### Cell outlines without signal wires

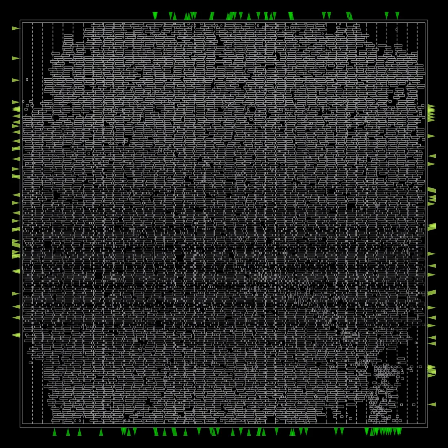
### I/O pins on the die edge

Pins as bars across the die edge, other pins in gray.
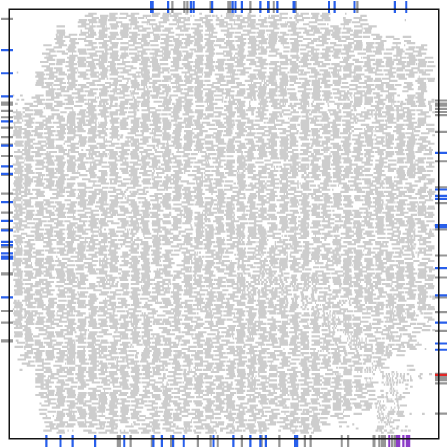
### Clock network drawn from the DEF

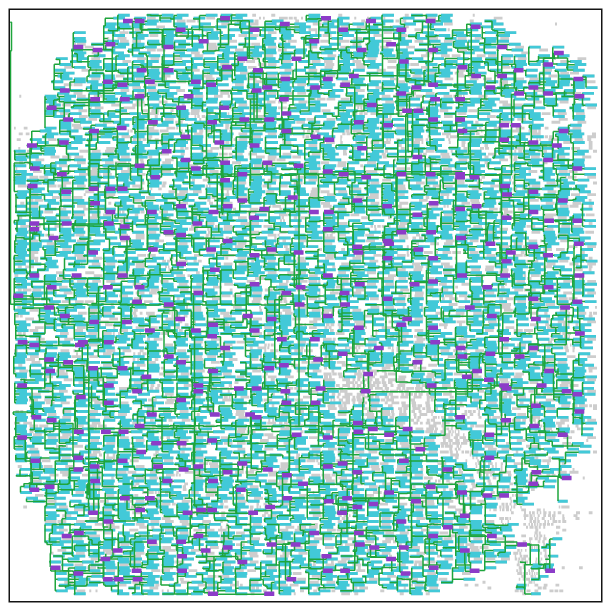
### Nets reached from selected ports

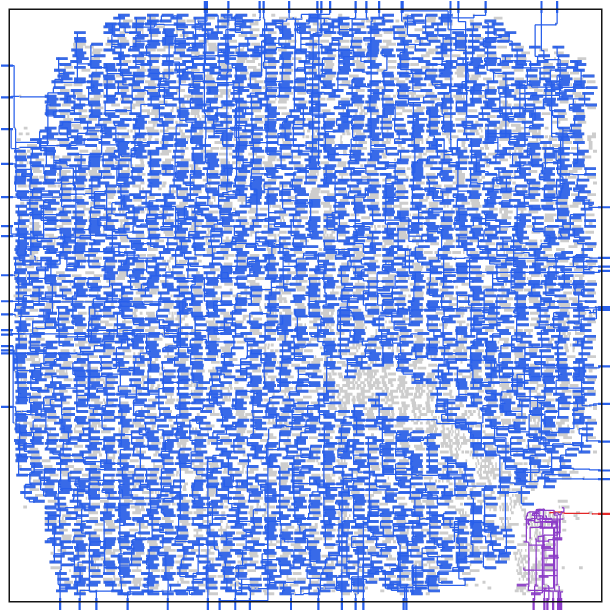
===== config.mk =====
export PLATFORM = sky130hd
export DESIGN_NAME = instr_fifo_hs
export DESIGN_NICKNAME = d
export VERILOG_FILES = /design/src/rtl/instr_fifo_hs.sv
export SDC_FILE = /design/constraint.sdc
export NUM_CORES = 2
export LEC_CHECK = 0
export ABC_CLOCK_PERIOD_IN_PS = 7400
export CELL_PAD_IN_SITES_DETAIL_PLACEMENT = 1
export CELL_PAD_IN_SITES_GLOBAL_PLACEMENT = 2
export CORE_MARGIN = 3
export CORE_UTILIZATION = 52
export CTS_BUF_LIST = sky130_fd_sc_hd__clkbuf_8 sky130_fd_sc_hd__clkbuf_16
export DETAILED_ROUTE_END_ITERATION = 12
export HOLD_SLACK_MARGIN = 0.06
export PLACE_DENSITY_LB_ADDON = 0.1
export SYNTH_ARGS = -nofsm -noshare
export SYNTH_HDL_FRONTEND = slang
export SYNTH_SLANG_ARGS = --single-unit

===== constraint.sdc =====
create_clock -name clk -period 7.4 [get_ports clk]
set_input_delay 2.22 -clock clk [delete_from_list [all_inputs] [get_ports clk]]
set_output_delay 2.22 -clock clk [all_outputs]
set_load 0.005 [all_outputs]

===== src/rtl/instr_fifo_hs.sv =====
// instr_fifo_hs: parametrised single-clock instruction FIFO with valid/ready
// handshakes on both sides. The head entry is visible on out_data whenever
// out_valid is high. Any DEPTH >= 2 is supported; pointers wrap explicitly at
// DEPTH-1, so the depth does not have to be a power of two. Status outputs are
// decoded from the registered occupancy count, so they never glitch.
module instr_fifo_hs #(
  parameter int unsigned DATA_WIDTH = 64,
  parameter int unsigned DEPTH      = 64,
  parameter int unsigned AF_THRESH  = 56,
  localparam int unsigned AW        = $clog2(DEPTH),
  localparam int unsigned CW        = $clog2(DEPTH + 1)
) (
  input  logic                  clk,
  input  logic                  rst_n,
  input  logic                  flush,
  input  logic                  in_valid,
  input  logic [DATA_WIDTH-1:0] in_data,
  output logic                  in_ready,
  output logic                  out_valid,
  output logic [DATA_WIDTH-1:0] out_data,
  input  logic                  out_ready,
  output logic [CW-1:0]         count,
  output logic                  almost_full,
  output logic                  overflow,
  output logic [CW-1:0]         peak_count
);

  // Reject parameter values the counters and flags cannot represent.
  if (DEPTH < 2) begin : g_bad_depth
    $error("instr_fifo_hs: DEPTH must be at least 2");
  end
  if ((AF_THRESH < 1) || (AF_THRESH > DEPTH)) begin : g_bad_thresh
    $error("instr_fifo_hs: AF_THRESH must lie in 1..DEPTH");
  end

  localparam logic [CW-1:0] FULL_COUNT = CW'(DEPTH);
  localparam logic [CW-1:0] AF_COUNT   = CW'(AF_THRESH);
  localparam logic [AW-1:0] LAST_PTR   = AW'(DEPTH - 1);

  // Storage is never reset; only the pointers and count define what is valid.
  logic [DATA_WIDTH-1:0] mem [DEPTH];

  logic [AW-1:0] wr_ptr;
  logic [AW-1:0] rd_ptr;
  logic          push;
  logic          pop;
  logic [CW-1:0] count_nxt;

  // Advance a pointer by one, returning to zero after the last entry.
  function automatic logic [AW-1:0] ptr_inc(input logic [AW-1:0] p);
    if (p == LAST_PTR) begin
      return '0;
    end
    return p + AW'(1);
  endfunction

  // Handshake qualification and status decode from the registered count.
  always_comb begin
    in_ready    = (count != FULL_COUNT);
    out_valid   = (count != '0);
    almost_full = (count >= AF_COUNT);
    push        = in_valid & in_ready;
    pop         = out_valid & out_ready;
    count_nxt   = count;
    unique case ({push, pop})
      2'b10:   count_nxt = count + CW'(1);
      2'b01:   count_nxt = count - CW'(1);
      default: count_nxt = count;
    endcase
  end

  // First-word-fall-through: the head entry is read combinationally.
  always_comb begin
    out_data = mem[rd_ptr];
  end

  // Storage write; a flush cycle performs no transfer.
  always_ff @(posedge clk) begin
    if (push && !flush) begin
      mem[wr_ptr] <= in_data;
    end
  end

  // Pointers, occupancy, sticky overflow and high-water mark.
  always_ff @(posedge clk or negedge rst_n) begin
    if (!rst_n) begin
      wr_ptr     <= '0;
      rd_ptr     <= '0;
      count      <= '0;
      overflow   <= 1'b0;
      peak_count <= '0;
    end else if (flush) begin
      wr_ptr     <= '0;
      rd_ptr     <= '0;
      count      <= '0;
      overflow   <= 1'b0;
      peak_count <= '0;
    end else begin
      if (push) begin
        wr_ptr <= ptr_inc(wr_ptr);
      end
      if (pop) begin
        rd_ptr <= ptr_inc(rd_ptr);
      end
      count <= count_nxt;
      if (in_valid && (count == FULL_COUNT)) begin
        overflow <= 1'b1;
      end
      if (count_nxt > peak_count) begin
        peak_count <= count_nxt;
      end
    end
  end

endmodule

==> run summary <==
fresh numbers from the pnr run: RSZ-0062 raised after global routing no, CP max stage cell dfrtp_4, CP endpoint out_data[17], Largest Register mem, Hold Path Origin overflow, Non-Clock Buffer Area Fraction 0.0301, met2 usage 0.455, Cell Pwr Density 314 nW/um^2, Reg-to-Reg End peak_count[3], crit-path cells buf_12 -> buf_12 -> buf_4 -> mux4_2 -> mux4_2 -> mux4_2 -> clkdlybuf4s50_1, ANT nets after route 0, Inserted Clock Buffers 417, top cells by area edfxtp_1 78%, mux4_2 17%, mux2i_1 1.2%, total grt overflow 0, DR WL met2 215000 um, part of the power in registers 0.459, H-tree depth 5, AO/OA Area Share 0.0129, f_max approximately 140 MHz, max reg flops about 4000, fa+ha+maj area frac 0.000876, critical path launch point rd_ptr[0], hold crit path type register to register, Hold-fix buffers, CTS 0, fin nets 7001, post-DR vias/cell 6.80, TritonCTS clock tree yes, yosys synthesis chip area roughly 160000 sq um, Detailed Route Iter0 Violations 11400, CTS max path bufs 4, post_cts resized 0, Top cell area share 0.783, XOR-XNOR Cells, Area Fraction 0.000502, die area 309000 sq um, outcome completed, HPWL Detailed 232000 um, Combinational Power a little under 0.01 W, fraction of area in multi-input gates 0.180, Most common reg cell edfxtp_1, Leakage 54.7 nW, Post-synth EDFFs 4096, final cell count without fillers 11200, Non-clk invs 17, simple share 0.00580, Vias ~76000, initial antenna violation count 27, Max Fanout on Critical Path 24
## Picture notes: 'Cell outlines without signal wires'
post-layout util: 0.600
# rows: 201
sequential cell count: 4123
tapcell count: 3958

## Picture notes: 'I/O pins on the die edge'
purple -> count  # pins 7, direction output, edge south
red -> in_ready  # pins 1, direction output, edge east
blue -> in_data  # pins 64, direction input, edge 20 north, 16 south, 16 west, 12 east
all pins by edge = 46 south, 38 west, 36 east, 31 north
Die Wd: 556 um
IO Port Bufs: 150

## Picture notes: 'Clock network drawn from the DEF'
purple -> clock-net drivers  # count 417
green -> clock wires  # length 47.0 mm
cyan -> flip-flops  # count 4123
flops lie = all over the die
P_clk: 0.0208 W
Clk pwr share: 0.368
Worst-Skew Late Latency: 930 ps

## Picture notes: 'Nets reached from selected ports'
purple -> count  # direction output, edge south, end cells 7, buffers 7, wire 1110 um
red -> in_ready  # direction output, edge east, end cells 1, buffers 1, wire 46.6 um
blue -> in_data  # direction input, edge 20 north, 16 south, 16 west, 12 east, end cells 4096, buffers 80, wire 41.9 mm
IO Pins: 151

No activity file was given, so power comes from the tool's default toggle rates.
